$ cat src/rtl/stage3_commit_pkg.sv
// Shared types for the stage-3 commit block: FSM state encoding, held result, reset pc default.
package stage3_commit_pkg;

    typedef enum logic [2:0] {
        IDLE   = 3'd0,
        RAM_WR = 3'd1,
        OUT_WR = 3'd2,
        COMMIT = 3'd3,
        HALTED = 3'd4
    } state_t;

    localparam logic [15:0] RESET_PC_DEF = 16'h0000;

    // Result captured on the accepting handshake; everything downstream reads only this.
    typedef struct packed {
        logic [15:0] addr;
        logic [31:0] data;
        logic        out_wr;
        logic [15:0] pc_next;
        logic        xfr;
        logic        pwr;
    } hold_t;

endpackage

$ cat src/rtl/commit_arch_regs.sv
// Architectural pc / power / fetch-source registers and retired-instruction counter.
module commit_arch_regs
    import stage3_commit_pkg::*;
#(
    parameter logic [15:0] RESET_PC = RESET_PC_DEF,
    parameter int          RETIRE_W = 32
) (
    input  logic                clk,
    input  logic                reset,
    input  logic                commit_en,
    input  logic                force_off,
    input  logic [15:0]         pc_next,
    input  logic                pwr_next,
    input  logic                xfr_next,
    output logic [15:0]         pc,
    output logic                is_powered_on,
    output logic                execute_from_ram,
    output logic [RETIRE_W-1:0] retire_count
);

    always_ff @(posedge clk) begin
        if (reset) begin
            pc               <= RESET_PC;
            is_powered_on    <= 1'b1;
            execute_from_ram <= 1'b0;
            retire_count     <= '0;
        end else if (commit_en) begin
            pc               <= pc_next;
            is_powered_on    <= pwr_next;
            execute_from_ram <= xfr_next;
            retire_count     <= retire_count + 1'b1;
        end else if (force_off) begin
            // Aborted RAM write: power down without retiring the result.
            is_powered_on    <= 1'b0;
        end
    end

endmodule

$ cat src/rtl/stage3_commit.sv
// Stage-3 commit: RAM write, then output write, then architectural update, one result at a time.
// Optional RAM ack timeout enabled by defining STAGE3_COMMIT_RAM_TIMEOUT_EN.
module stage3_commit
    import stage3_commit_pkg::*;
#(
    parameter logic [15:0] RESET_PC    = RESET_PC_DEF,
    parameter int          RETIRE_W    = 32,
    parameter int          RAM_TIMEOUT = 15
) (
    input  logic                clk,
    input  logic                reset,
    input  logic                s3_valid,
    output logic                s3_ready,
    input  logic [15:0]         s3_ram_address,
    input  logic [31:0]         s3_ram_in,
    input  logic                s3_ram_is_write,
    input  logic                s3_output_is_write,
    input  logic [15:0]         s3_pc_next,
    input  logic                s3_execute_from_ram_new,
    input  logic                s3_is_powered_on_new,
    output logic                ram_wr_req,
    output logic [15:0]         ram_wr_addr,
    output logic [31:0]         ram_wr_data,
    input  logic                ram_wr_ack,
    output logic                out_wr_en,
    output logic [7:0]          out_wr_addr,
    output logic [31:0]         out_wr_data,
    output logic [15:0]         pc,
    output logic                is_powered_on,
    output logic                execute_from_ram,
    output logic                commit,
    output logic [RETIRE_W-1:0] retire_count,
    output logic                error
);

    state_t state, state_nxt;
    hold_t  hold;
    logic   xfer;
    logic   timeout;

    assign s3_ready = (state == IDLE) && is_powered_on;
    assign xfer     = s3_valid && s3_ready;

    always_ff @(posedge clk) begin
        if (reset) begin
            state <= IDLE;
            hold  <= '0;
        end else begin
            state <= state_nxt;
            if (xfer) begin
                hold.addr    <= s3_ram_address;
                hold.data    <= s3_ram_in;
                hold.out_wr  <= s3_output_is_write;
                hold.pc_next <= s3_pc_next;
                hold.xfr     <= s3_execute_from_ram_new;
                hold.pwr     <= s3_is_powered_on_new;
            end
        end
    end

    always_comb begin
        state_nxt = state;
        case (state)
            IDLE: begin
                if (xfer) begin
                    if (s3_ram_is_write)         state_nxt = RAM_WR;
                    else if (s3_output_is_write) state_nxt = OUT_WR;
                    else                         state_nxt = COMMIT;
                end
            end
            RAM_WR: begin
                if (ram_wr_ack)   state_nxt = hold.out_wr ? OUT_WR : COMMIT;
                else if (timeout) state_nxt = HALTED;
            end
            OUT_WR:  state_nxt = COMMIT;
            COMMIT:  state_nxt = hold.pwr ? IDLE : HALTED;
            HALTED:  state_nxt = HALTED;
            default: state_nxt = IDLE;
        endcase
    end

    // Strobes decode from state; addr/data come straight from the holding register.
    assign ram_wr_req  = (state == RAM_WR);
    assign ram_wr_addr = hold.addr;
    assign ram_wr_data = hold.data;
    assign out_wr_en   = (state == OUT_WR);
    assign out_wr_addr = hold.addr[7:0];
    assign out_wr_data = hold.data;
    assign commit      = (state == COMMIT);

`ifdef STAGE3_COMMIT_RAM_TIMEOUT_EN
    localparam int TW = (RAM_TIMEOUT < 16) ? 4 : $clog2(RAM_TIMEOUT + 1);
    logic [TW-1:0] tmo_cnt;
    logic          err_q;

    // Counts completed RAM_WR cycles; the last allowed cycle without ack aborts.
    assign timeout = (state == RAM_WR) && !ram_wr_ack && (tmo_cnt == TW'(RAM_TIMEOUT - 1));

    always_ff @(posedge clk) begin
        if (reset) begin
            tmo_cnt <= '0;
            err_q   <= 1'b0;
        end else begin
            tmo_cnt <= (state == RAM_WR) ? tmo_cnt + 1'b1 : '0;
            if (timeout) err_q <= 1'b1;
        end
    end

    assign error = err_q;
`else
    logic unused_cfg;
    assign unused_cfg = ^RAM_TIMEOUT;
    assign timeout    = 1'b0;
    assign error      = 1'b0;
`endif

    commit_arch_regs #(
        .RESET_PC (RESET_PC),
        .RETIRE_W (RETIRE_W)
    ) u_arch (
        .clk              (clk),
        .reset            (reset),
        .commit_en        (state == COMMIT),
        .force_off        (timeout),
        .pc_next          (hold.pc_next),
        .pwr_next         (hold.pwr),
        .xfr_next         (hold.xfr),
        .pc               (pc),
        .is_powered_on    (is_powered_on),
        .execute_from_ram (execute_from_ram),
        .retire_count     (retire_count)
    );

endmodule

$ cat config.mk
export PLATFORM = sky130hd
export DESIGN_NAME = stage3_commit
export DESIGN_NICKNAME = d
export VERILOG_FILES = /design/src/rtl/stage3_commit_pkg.sv /design/src/rtl/commit_arch_regs.sv /design/src/rtl/stage3_commit.sv
export SDC_FILE = /design/constraint.sdc
export NUM_CORES = 1
export LEC_CHECK = 0
export CORE_UTILIZATION = 50
export CTS_BUF_LIST = sky130_fd_sc_hd__clkbuf_4
export CTS_CLUSTER_DIAMETER = 50
export DETAILED_ROUTE_END_ITERATION = 10
export PLACE_DENSITY = 0.88
export SLEW_MARGIN = 20
export SYNTH_ARGS = -nofsm -noshare
export SYNTH_HDL_FRONTEND = slang
export SYNTH_HIERARCHICAL = 1
export SYNTH_SLANG_ARGS = --single-unit
$ cat constraint.sdc
create_clock -name clk -period 6.1 [get_ports clk]
set_clock_uncertainty 0.15 [all_clocks]
set_input_delay 1.22 -clock clk [delete_from_list [all_inputs] [get_ports clk]]
set_output_delay 1.22 -clock clk [all_outputs]
set_load 0.05 [all_outputs]
==> results_slide.txt, run 1 <==
Run Summary

Run status
  – Outcome: finished with violations
  – Failing checks: DRC

GRT
  – Initial antenna violation count: 1
  – GR Util met1: 24.79%
  – First-pass GRT wire length: 21900 um
  – Largest net degree at the start of global routing: 102
  – Met3 Usage GRT: 5.770%
  – M2 GR Usage: 39.00%

Finish
  – Mi-comb count: 385
  – Non-Clock Buffer Count: 217
  – Non-clock inverter count: 5
  – Fraction of area in multi-input gates: 35.01%
  – ANT cells: 1
  – Largest class: combinational gates
  – Buffering overhead: 28.05%
  – Layout cell share with drive strength beyond 1: 5.402%
  – Top cell excl fill/tap: clkdlybuf4s50_1
  – Most frequent cells in the layout: 212 x clkdlybuf4s50_1, 136 x nand2b_1, 120 x dfxtp_1
  – Final nets: 819
  – Register area: 2402 um2
  – Flop count: 120
  – Clkbuf count: 20
  – Final core utilization: 66.97%
  – Logic area: 2711 um2
  – Design Area, Final: 7745 um2

Power and ir drop
  – Pwr top: registers
  – Power Dens Cells: 244.3 nW/um2
  – Clock Power: 536 uW
  – Internal: 1.271 mW
  – P_leak: 2.703 nW
  – Power in combinational cells: 496 uW
  – Sw frac: 32.81%
  – Fraction of power consumed by the clock network: 28.3%
  – Comb pwr share: 26.2%
  – Seq power: 860 uW

Synthesis
  – Main flop type: dfxtp_1
  – Yosys top cell by instances: nand2b_1
  – Post-synth seq share: 40.14%
  – FA/HA/MAJ Cells, Area Fraction: 0.2091%
  – Synth flops: 120
  – Synth cell count leaders: 136 x nand2b_1, 120 x dfxtp_1, 93 x buf_4
  – Top logic family: simple AND/OR/NAND/NOR gates
  – Post-Synth AOI/OAI Area: 4.349%
  – Synth area leader: dfxtp_1
  – Post-Syn Area per Cell: 9.424 um2
  – Post-Synth XOR/XNOR Area: 1.756%
  – And+or+nand+nor area frac: 24.46%
  – Yosys cell types: 43
  – Area leader share: 40.14%
  – Syn Inst Count: 635
  – Number of enable flip-flop cells: 0
  – Post-Syn Area: 5984 um2
  – Yosys cell count: 635

Drt
  – Top sig layer: met4
  – DRC violations left: 30
  – DR WL met3: 771 um
  – Iteration-0 DRC Markers: 327
  – DR WL/cell: 14.99 um
  – Routed vias: 4611
  – Met2 Wirelength: 7127 um
  – 1st-pass router iterations: 8
  – Routed WL: 13540 um

Die
  – Well tap count: 143

Final timing
  – Setup TNS: 0 ps
  – Fin crit period: 3563 ps
  – Achievable Freq: 280.7 MHz
  – Relative slew slack: 50.97%
  – Final worst setup slack: 2537 ps
  – Cycle use final: 58.41%
  – Final count of negative-setup-slack endpoints: 0
  – Fin. Hold Viols: 0

Min path
  – Worst Hold Class: flip-flop to flip-flop
  – Hold EP: ram_wr_addr[11]$_SDFFE_PP0P_
  – Hold path depth: 2
  – Min-Delay Startpoint: ram_wr_addr[11]$_SDFFE_PP0P_

Critical path
  – Slowest stage delay, CP: 880 ps
  – Critical path fanouts, max: 8
  – Reg-to-Reg End: u_arch/retire_count[29]$_SDFFE_PP0P_
  – Number of cells on the critical path: 2
  – Crit path DRT: 4730 ps
  – R2r worst-path depth: 6
  – CP arrival: 2190 ps
  – Kind of critical path: flip-flop to primary output

CTS
  – Root buf cell: clkbuf_4
  – H-Tree Depth: 4
  – Post-CTS Resized: 0
  – Clock slew at reported path FFs: 110 ps
  – Setup bufs post-CTS: 0
  – Inserted Clock Buffers: 17
  – Clk sinks: 120

Placement
  – Placed Cells incl. Taps: 869
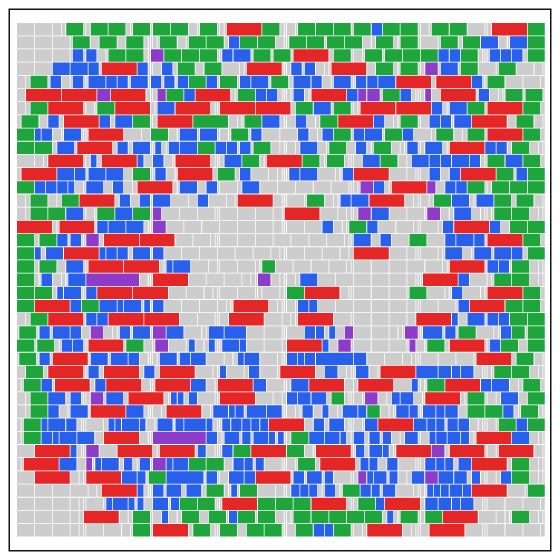
(run_1/cell_classes.png)
Fill, decap, tap and diode cells in gray.
legend:
  red:
    class: flip-flops
    cells: 120
    share_of_their_area: 32%
  blue:
    class: all other logic
    cells: 390
    share_of_their_area: 36%
  green:
    class: other buffers and delay cells
    cells: 217
    share_of_their_area: 29%
  purple:
    class: clock drivers and dummy loads
    cells: 32
    share_of_their_area: 3.4%
fraction of area in registers: 31.02%
# rows: 39
core area: 11560 um2

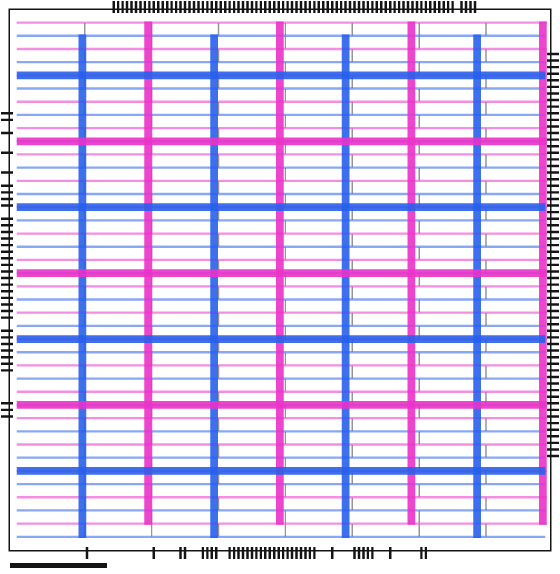
(run_1/pdn.png)
Scale bar: 20 um. Pins as bars on the die edge. Tap cells in gray.
legend:
  blue:
    net: VSS
  magenta:
    net: VDD
met4 straps: 8
met5 straps: 7
tap cells: 143
signal pins: 215
rows: 39
Die X-Extent: 111.4 um
Peak VDD IR: 0.2012 mV
die height: 111.4 um

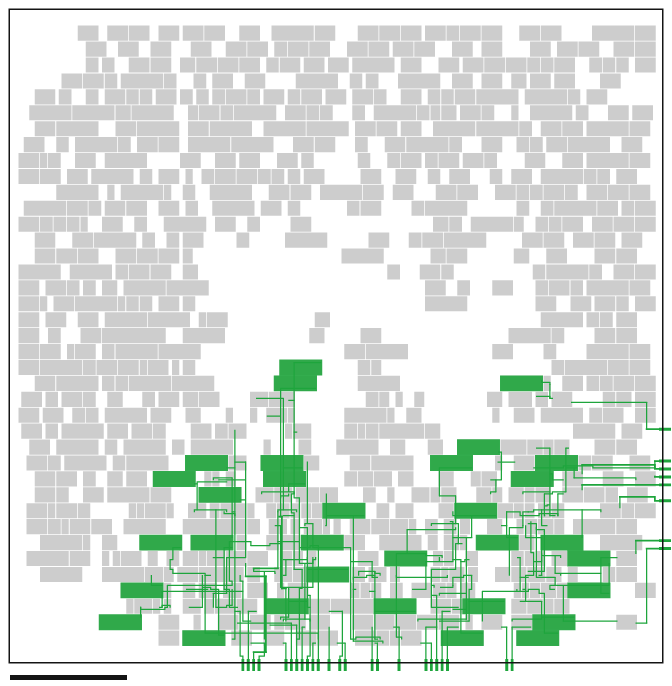
(run_1/port_nets.png)
Scale bar: 20 um.
legend:
  green:
    port: retire_count
    bits: 32
    direction: output
    end_cells: 32
    wire: 1500 um
PortBufs: 213
IO Count: 215

==> run_1/wire_density.png <==
22 x 22 tiles, from dark blue (low) to red (high), scaled to the fullest tile. Values are wire area over tile area, all layers added.
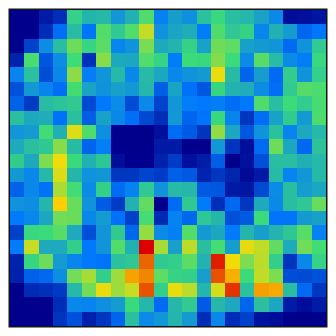

==> inputs of run 2 (changes only) <==
--- a/config.mk
+++ b/config.mk
@@ -5,11 +5,11 @@
 export SDC_FILE = /design/constraint.sdc
 export NUM_CORES = 1
 export LEC_CHECK = 0
-export CORE_UTILIZATION = 50
+export CORE_UTILIZATION = 42
 export CTS_BUF_LIST = sky130_fd_sc_hd__clkbuf_4
 export CTS_CLUSTER_DIAMETER = 50
 export DETAILED_ROUTE_END_ITERATION = 10
-export PLACE_DENSITY = 0.88
+export PLACE_DENSITY = 0.79
 export SLEW_MARGIN = 20
 export SYNTH_ARGS = -nofsm -noshare
 export SYNTH_HDL_FRONTEND = slang
==> constraint.sdc (replaced) <==
create_clock -name clk -period 3.13 [get_ports clk]
set_clock_uncertainty 0.15 [all_clocks]
set_input_delay 0.626 -clock clk [delete_from_list [all_inputs] [get_ports clk]]
set_output_delay 0.626 -clock clk [all_outputs]
set_load 0.05 [all_outputs]
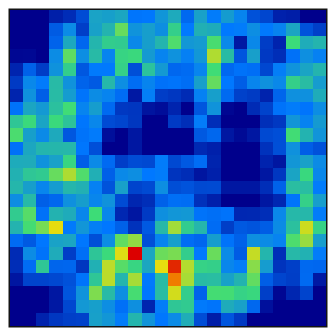
(run_2/wire_density.png)
24 x 24 tiles, from dark blue (low) to red (high), scaled to the fullest tile. Values are wire area over tile area, all layers added.
mean over tiles: 0.15
nearly empty tiles: 12%
fullest tile: 0.57
emptiest ninth of the die: center
densest ninth of the die: south
tiles over half the peak: 8.0%
DR WL/cell: 14.09 um
Total GRT Usage: 18.53%

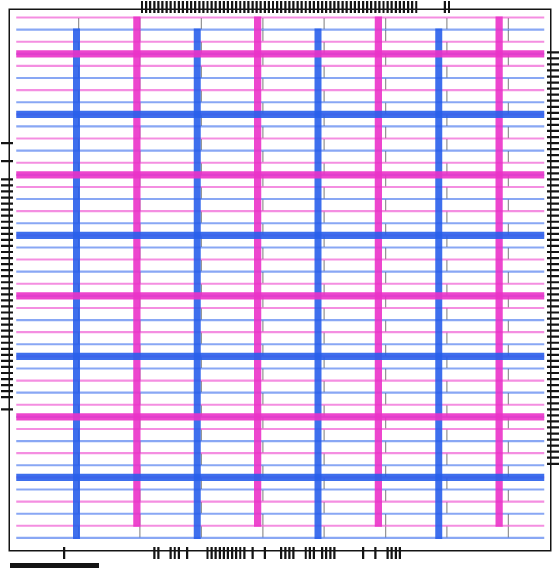
(run_2/pdn.png)
Scale bar: 20 um. Pins as bars on the die edge. Tap cells in gray.
core area: 13880 um2
Peak VDD IR: 0.3293 mV

==> results_slide.txt, run 2 <==
Run Summary

Final timing
  – Final Max Slew Viols: 0
  – Relative slew slack: 54.75% (+3.8 points)
  – Fin crit period: 2919 ps
  – Setup TNS: 0 ps (unchanged)
  – Fin. Hold Viols: 0 (unchanged)
  – Achievable Freq: 342.5 MHz
  – Final worst setup slack: 210.7 ps (-2327 ps)
  – Final count of negative-setup-slack endpoints: 0 (unchanged)
  – Fin Hold WS: 328.8 ps
  – Cycle use final: 93.27%

Finish
  – Clock buf/inv share: 3.125%
  – Logic area: 2713 um2 (about the same)
  – P&R area growth vs syn: 30.46%
  – Most frequent cells in the layout: 210 x clkdlybuf4s50_1, 136 x nand2b_1, 120 x dfxtp_1
  – Final core utilization: 56.25% (-11 points)
  – Design Area, Final: 7807 um2 (+0.81%)
  – Finished Layout Cells: 944
  – Final nets: 823 (+0.49%)
  – Fillers: 1206
  – Flop count: 120 (unchanged)
  – Register area: 2402 um2 (unchanged)
  – Largest class: combinational gates
  – Fraction of area in multi-input gates: 34.74% (-0.26 points)
  – Mi-comb count: 385 (unchanged)
  – Top cell excl fill/tap: clkdlybuf4s50_1
  – Clkbuf count: 18 (-10%)
  – ANT cells: 1 (unchanged)
  – Fraction of area in registers: 30.77% (-0.25 points)
  – Non-Clock Buffer Count: 221 (+1.8%)
  – Layout cell share with drive strength beyond 1: 6.422% (+1.0 points)
  – Non-clock inverter count: 5 (unchanged)
  – Buffering overhead: 28.21% (+0.16 points)

Synthesis
  – Post-Synth XOR/XNOR Area: 1.756% (unchanged)
  – Synth mux share: 14.41%
  – Syn Inst Count: 635 (unchanged)
  – Post-Synth AOI/OAI Area: 4.349% (unchanged)
  – Top logic family: simple AND/OR/NAND/NOR gates
  – Yosys cell count: 635 (unchanged)
  – And+or+nand+nor area frac: 24.46% (unchanged)
  – Post-Syn Area per Cell: 9.424 um2 (unchanged)
  – Number of enable flip-flop cells: 0 (unchanged)
  – FA/HA/MAJ Cells, Area Fraction: 0.2091% (unchanged)
  – Main flop type: dfxtp_1
  – Synth area leader: dfxtp_1
  – Area leader share: 40.14% (unchanged)
  – Synth cell count leaders: 136 x nand2b_1, 120 x dfxtp_1, 93 x buf_4
  – Post-Syn Area: 5984 um2 (unchanged)
  – Yosys cell types: 43 (unchanged)
  – Synth flops: 120 (unchanged)
  – Yosys stat area: 5984 um2
  – Yosys top cell by instances: nand2b_1
  – Post-synth seq share: 40.14% (unchanged)

Drt
  – Top sig layer: met4
  – Routed Antenna Nets: 0
  – Iteration-0 DRC Markers: 235 (-28%)
  – DRC violations left: 0 (-100%)
  – Routed vias: 4588 (-0.50%)
  – Routed WL: 13300 um (-1.8%)
  – Via-per-instance ratio: 4.860
  – 1st-pass router iterations: 5 (-3)
  – Wl on met1: 5550 um
  – Met2 Wirelength: 6462 um (-9.3%)
  – DR WL met3: 1021 um (+32%)

Power and ir drop
  – Sw frac: 33.90% (+1.1 points)
  – Seq power: 1.68 mW (+95%)
  – Pwr top: registers
  – Clock Power: 972 uW (+81%)
  – Fraction of power consumed by the clock network: 26.9% (-1.4 points)
  – Internal: 2.388 mW (+88%)
  – Power in combinational cells: 965 uW (+95%)
  – Comb pwr share: 26.7% (+0.5 points)
  – P_leak: 2.726 nW (+0.85%)
  – Power Dens Cells: 462.6 nW/um2 (+89%)
  – Seq pwr share: 46.4%
  – Psw: 1.224 mW

GRT
  – First-pass GRT wire length: 21270 um (-2.9%)
  – Largest net degree at the start of global routing: 78 (-24%)
  – Vias in the first global route: 4369
  – GR Util met1: 21.17% (-3.6 points)
  – M2 GR Usage: 30.54% (-8.5 points)
  – Total grt overflow: 0
  – Initial antenna violation count: 1 (unchanged)
  – Met3 Usage GRT: 6.814% (+1.0 points)

Die
  – Die height: 121.4 um (+8.9%)
  – Total die size: 14730 um2
  – Well tap count: 180 (+26%)
  – # rows: 43 (+10%)
  – IO Count: 215 (unchanged)
  – Die X-Extent: 121.4 um (+8.9%)

CTS
  – Clk sinks: 120 (unchanged)
  – Post-CTS Resized: 0 (unchanged)
  – Inserted Clock Buffers: 17 (unchanged)
  – Hold Buf Count CTS: 0
  – Setup bufs post-CTS: 0 (unchanged)
  – Clk latency late pin: 530 ps
  – CTS tree: done
  – Clock slew at reported path FFs: 110 ps (about the same)
  – H-Tree Depth: 4 (unchanged)
  – CTS max path bufs: 2
  – Root buf cell: clkbuf_4

Critical path
  – Worst Setup End Kind: primary output
  – Kind of critical path: flip-flop to primary output
  – Crit path DRT: 2350 ps (-2380 ps)
  – CP arrival: 2140 ps (-50 ps)
  – Slowest cell on crit path: clkdlybuf4s50_1
  – R2r worst-path depth: 5 (-1)
  – Reg2reg start: state[0]$_SDFFE_PP0P_
  – Slowest stage delay, CP: 880 ps (about the same)
  – Critical path fanouts, max: 7 (-1)
  – Critical path origin: state[2]$_SDFFE_PP0P_
  – Number of cells on the critical path: 2 (unchanged)
  – Reg-to-Reg End: u_arch/retire_count[29]$_SDFFE_PP0P_

Placement
  – GP Congestion: 0.8833
  – Placed cell areas: 7559 um2
  – DP Worst Slack: 536.3 ps
  – Placed Cells incl. Taps: 911 (+4.8%)
  – HPWL after DPL: 9569 um
  – PortBufs: 213 (unchanged)

Min path
  – Worst Hold Class: flip-flop to flip-flop
  – Hold path depth: 2 (unchanged)
  – Min-Delay Startpoint: ram_wr_addr[9]$_SDFFE_PP0P_
  – Hold EP: ram_wr_addr[9]$_SDFFE_PP0P_

Run status
  – Outcome: finished clean

Run
  – Max Cap Violations: 0
==> run_2/cell_classes.png <==
Fill, decap, tap and diode cells in gray.
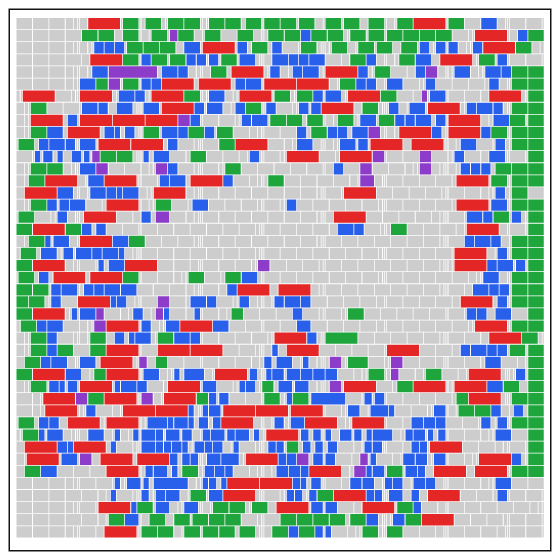

==> inputs of run 3 (changes only) <==
--- a/config.mk
+++ b/config.mk
@@ -5,11 +5,13 @@
 export SDC_FILE = /design/constraint.sdc
 export NUM_CORES = 1
 export LEC_CHECK = 0
-export CORE_UTILIZATION = 42
+export CELL_PAD_IN_SITES_DETAIL_PLACEMENT = 1
+export CELL_PAD_IN_SITES_GLOBAL_PLACEMENT = 1
+export CORE_UTILIZATION = 31
 export CTS_BUF_LIST = sky130_fd_sc_hd__clkbuf_4
 export CTS_CLUSTER_DIAMETER = 50
 export DETAILED_ROUTE_END_ITERATION = 10
-export PLACE_DENSITY = 0.79
+export PLACE_DENSITY_LB_ADDON = 0.1
 export SLEW_MARGIN = 20
 export SYNTH_ARGS = -nofsm -noshare
 export SYNTH_HDL_FRONTEND = slang
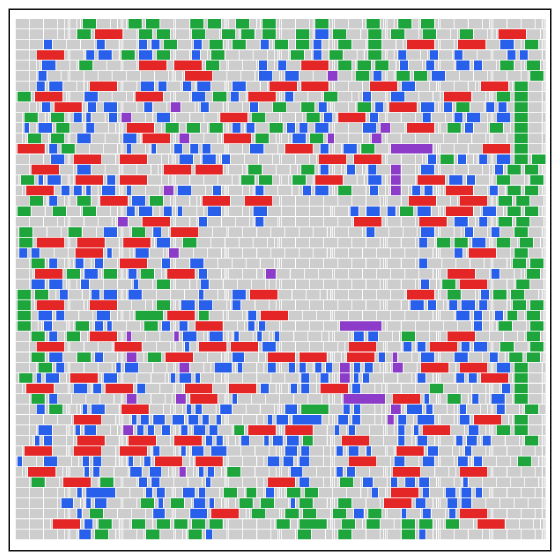
(run_3/cell_classes.png)
Fill, decap, tap and diode cells in gray.
legend:
  green:
    class: other buffers and delay cells
    cells: 219
    share_of_their_area: 29%
  purple:
    class: clock drivers and dummy loads
    cells: 31
    share_of_their_area: 3.7%
  red:
    class: flip-flops
    cells: 120
    share_of_their_area: 32%
  blue:
    class: all other logic
    cells: 390
    share_of_their_area: 36%
fraction of area in registers: 30.21%
# rows: 50

==> results_slide.txt, run 3 <==
Run Summary

Drt
  – DRC violations left: 0 (unchanged)
  – Routed Antenna Nets: 0 (unchanged)
  – Iteration-0 DRC Markers: 195 (-17%)
  – Via-per-instance ratio: 4.534 (-6.7%)
  – Top sig layer: met4
  – DR WL met3: 1143 um (+12%)
  – Met2 Wirelength: 7309 um (+13%)
  – Wl on met1: 6445 um (+16%)

Synthesis
  – Area leader share: 40.14% (unchanged)
  – Post-Synth XOR/XNOR Area: 1.756% (unchanged)
  – Post-Syn Area: 5984 um2 (unchanged)
  – FA/HA/MAJ Cells, Area Fraction: 0.2091% (unchanged)
  – Top logic family: simple AND/OR/NAND/NOR gates
  – Post-Syn Area per Cell: 9.424 um2 (unchanged)
  – Post-synth seq share: 40.14% (unchanged)
  – Main flop type: dfxtp_1
  – And+or+nand+nor area frac: 24.46% (unchanged)
  – Synth mux share: 14.41% (unchanged)
  – Post-Synth AOI/OAI Area: 4.349% (unchanged)
  – Yosys top cell by instances: nand2b_1
  – Syn Inst Count: 635 (unchanged)
  – Synth cell count leaders: 136 x nand2b_1, 120 x dfxtp_1, 93 x buf_4
  – Yosys cell count: 635 (unchanged)
  – Synth flops: 120 (unchanged)
  – Yosys cell types: 43 (unchanged)
  – Yosys stat area: 5984 um2 (unchanged)

Die
  – Die X-Extent: 140.9 um (+16%)
  – Total die size: 19860 um2 (+35%)
  – Well tap count: 260 (+44%)
  – Core area: 18830 um2 (+36%)
  – Die height: 140.9 um (+16%)
  – IO Count: 215 (unchanged)

Placement
  – HPWL after DPL: 10570 um (+10%)
  – PortBufs: 213 (unchanged)
  – DP Worst Slack: 471.5 ps (-64.86 ps)
  – Placed Cells incl. Taps: 989 (+8.6%)
  – Placed cell areas: 7667 um2 (+1.4%)

Critical path
  – Number of cells on the critical path: 2 (unchanged)
  – Reg2reg start: state[0]$_SDFFE_PP0P_
  – Reg-to-Reg End: u_arch/retire_count[25]$_SDFFE_PP0P_
  – CP arrival: 2130 ps (about the same)
  – Critical path fanouts, max: 7 (unchanged)
  – Critical path origin: state[2]$_SDFFE_PP0P_
  – Worst Setup End Kind: primary output
  – Kind of critical path: flip-flop to primary output
  – Crit path DRT: 2350 ps (about the same)
  – R2r worst-path depth: 5 (unchanged)
  – Slowest cell on crit path: clkdlybuf4s50_1

Power and ir drop
  – Fraction of power consumed by the clock network: 30.3% (+3.4 points)
  – Seq power: 1.68 mW (about the same)
  – Power Dens Cells: 477.0 nW/um2 (+3.1%)
  – Power in combinational cells: 969 uW (+0.4%)
  – P_leak: 2.723 nW (-0.12%)
  – Internal: 2.560 mW (+7.2%)
  – Seq pwr share: 44.2% (-2.2 points)
  – Sw frac: 32.48% (-1.4 points)
  – Peak VDD IR: 0.2176 mV (-34%)
  – Pwr top: registers

Final timing
  – Cycle use final: 92.73% (-0.54 points)
  – Final worst setup slack: 227.7 ps (+17.03 ps)
  – Relative slew slack: 53.67% (-1.1 points)
  – Fin Hold WS: 328.8 ps (-0.02200 ps)
  – Achievable Freq: 344.6 MHz (+0.59%)
  – Fin. Hold Viols: 0 (unchanged)
  – Final Max Slew Viols: 0 (unchanged)
  – Setup TNS: 0 ps (unchanged)
  – Fin crit period: 2902 ps (-17.03 ps)

GRT
  – First-pass GRT wire length: 23760 um (+12%)
  – Met3 Usage GRT: 6.522% (-0.29 points)
  – Largest net degree at the start of global routing: 111 (+42%)
  – M2 GR Usage: 25.48% (-5.1 points)
  – Vias in the first global route: 4668 (+6.8%)

CTS
  – Post-CTS Resized: 0 (unchanged)
  – Clk latency late pin: 520 ps (about the same)
  – CTS tree: done
  – Clk sinks: 120 (unchanged)
  – H-Tree Depth: 4 (unchanged)
  – Inserted Clock Buffers: 17 (unchanged)
  – Hold Buf Count CTS: 0 (unchanged)

Finish
  – Clkbuf count: 20 (+2)
  – Buffering overhead: 27.79% (-0.42 points)
  – Final core utilization: 42.23% (-14 points)
  – Non-clock inverter count: 5 (unchanged)
  – Layout cell share with drive strength beyond 1: 5.658% (-0.76 points)
  – Non-Clock Buffer Count: 219 (-0.90%)
  – Final nets: 821 (-0.24%)
  – Design Area, Final: 7951 um2 (+1.8%)
  – ANT cells: 1 (unchanged)
  – Mi-comb count: 385 (unchanged)
  – P&R area growth vs syn: 32.87%
  – Finished Layout Cells: 1021 (+8.2%)
  – Largest class: combinational gates
  – Flop count: 120 (unchanged)
  – Logic area: 2711 um2 (about the same)
  – Fillers: 2135 (+77%)
  – Register area: 2402 um2 (unchanged)
  – Fraction of area in multi-input gates: 34.10% (-0.64 points)
  – Clock buf/inv share: 3.541% (+0.42 points)
  – Most frequent cells in the layout: 211 x clkdlybuf4s50_1, 136 x nand2b_1, 120 x dfxtp_1

Min path
  – Hold EP: hold[2]$_SDFFE_PP0P_
  – Worst Hold Class: flip-flop to flip-flop
  – Min-Delay Startpoint: hold[2]$_SDFFE_PP0P_
  – Hold path depth: 2 (unchanged)

Run
  – Max Cap Violations: 0 (unchanged)

Run status
  – Outcome: finished clean
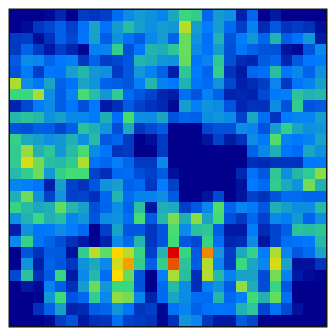
(run_3/wire_density.png)
28 x 28 tiles, from dark blue (low) to red (high), scaled to the fullest tile. Values are wire area over tile area, all layers added.
Routed WL: 15120 um
Total GRT Usage: 15.27%
routed vias: 4629
DR WL/cell: 14.81 um

Power figures rest on the tool's default switching activity, not on a simulated workload.
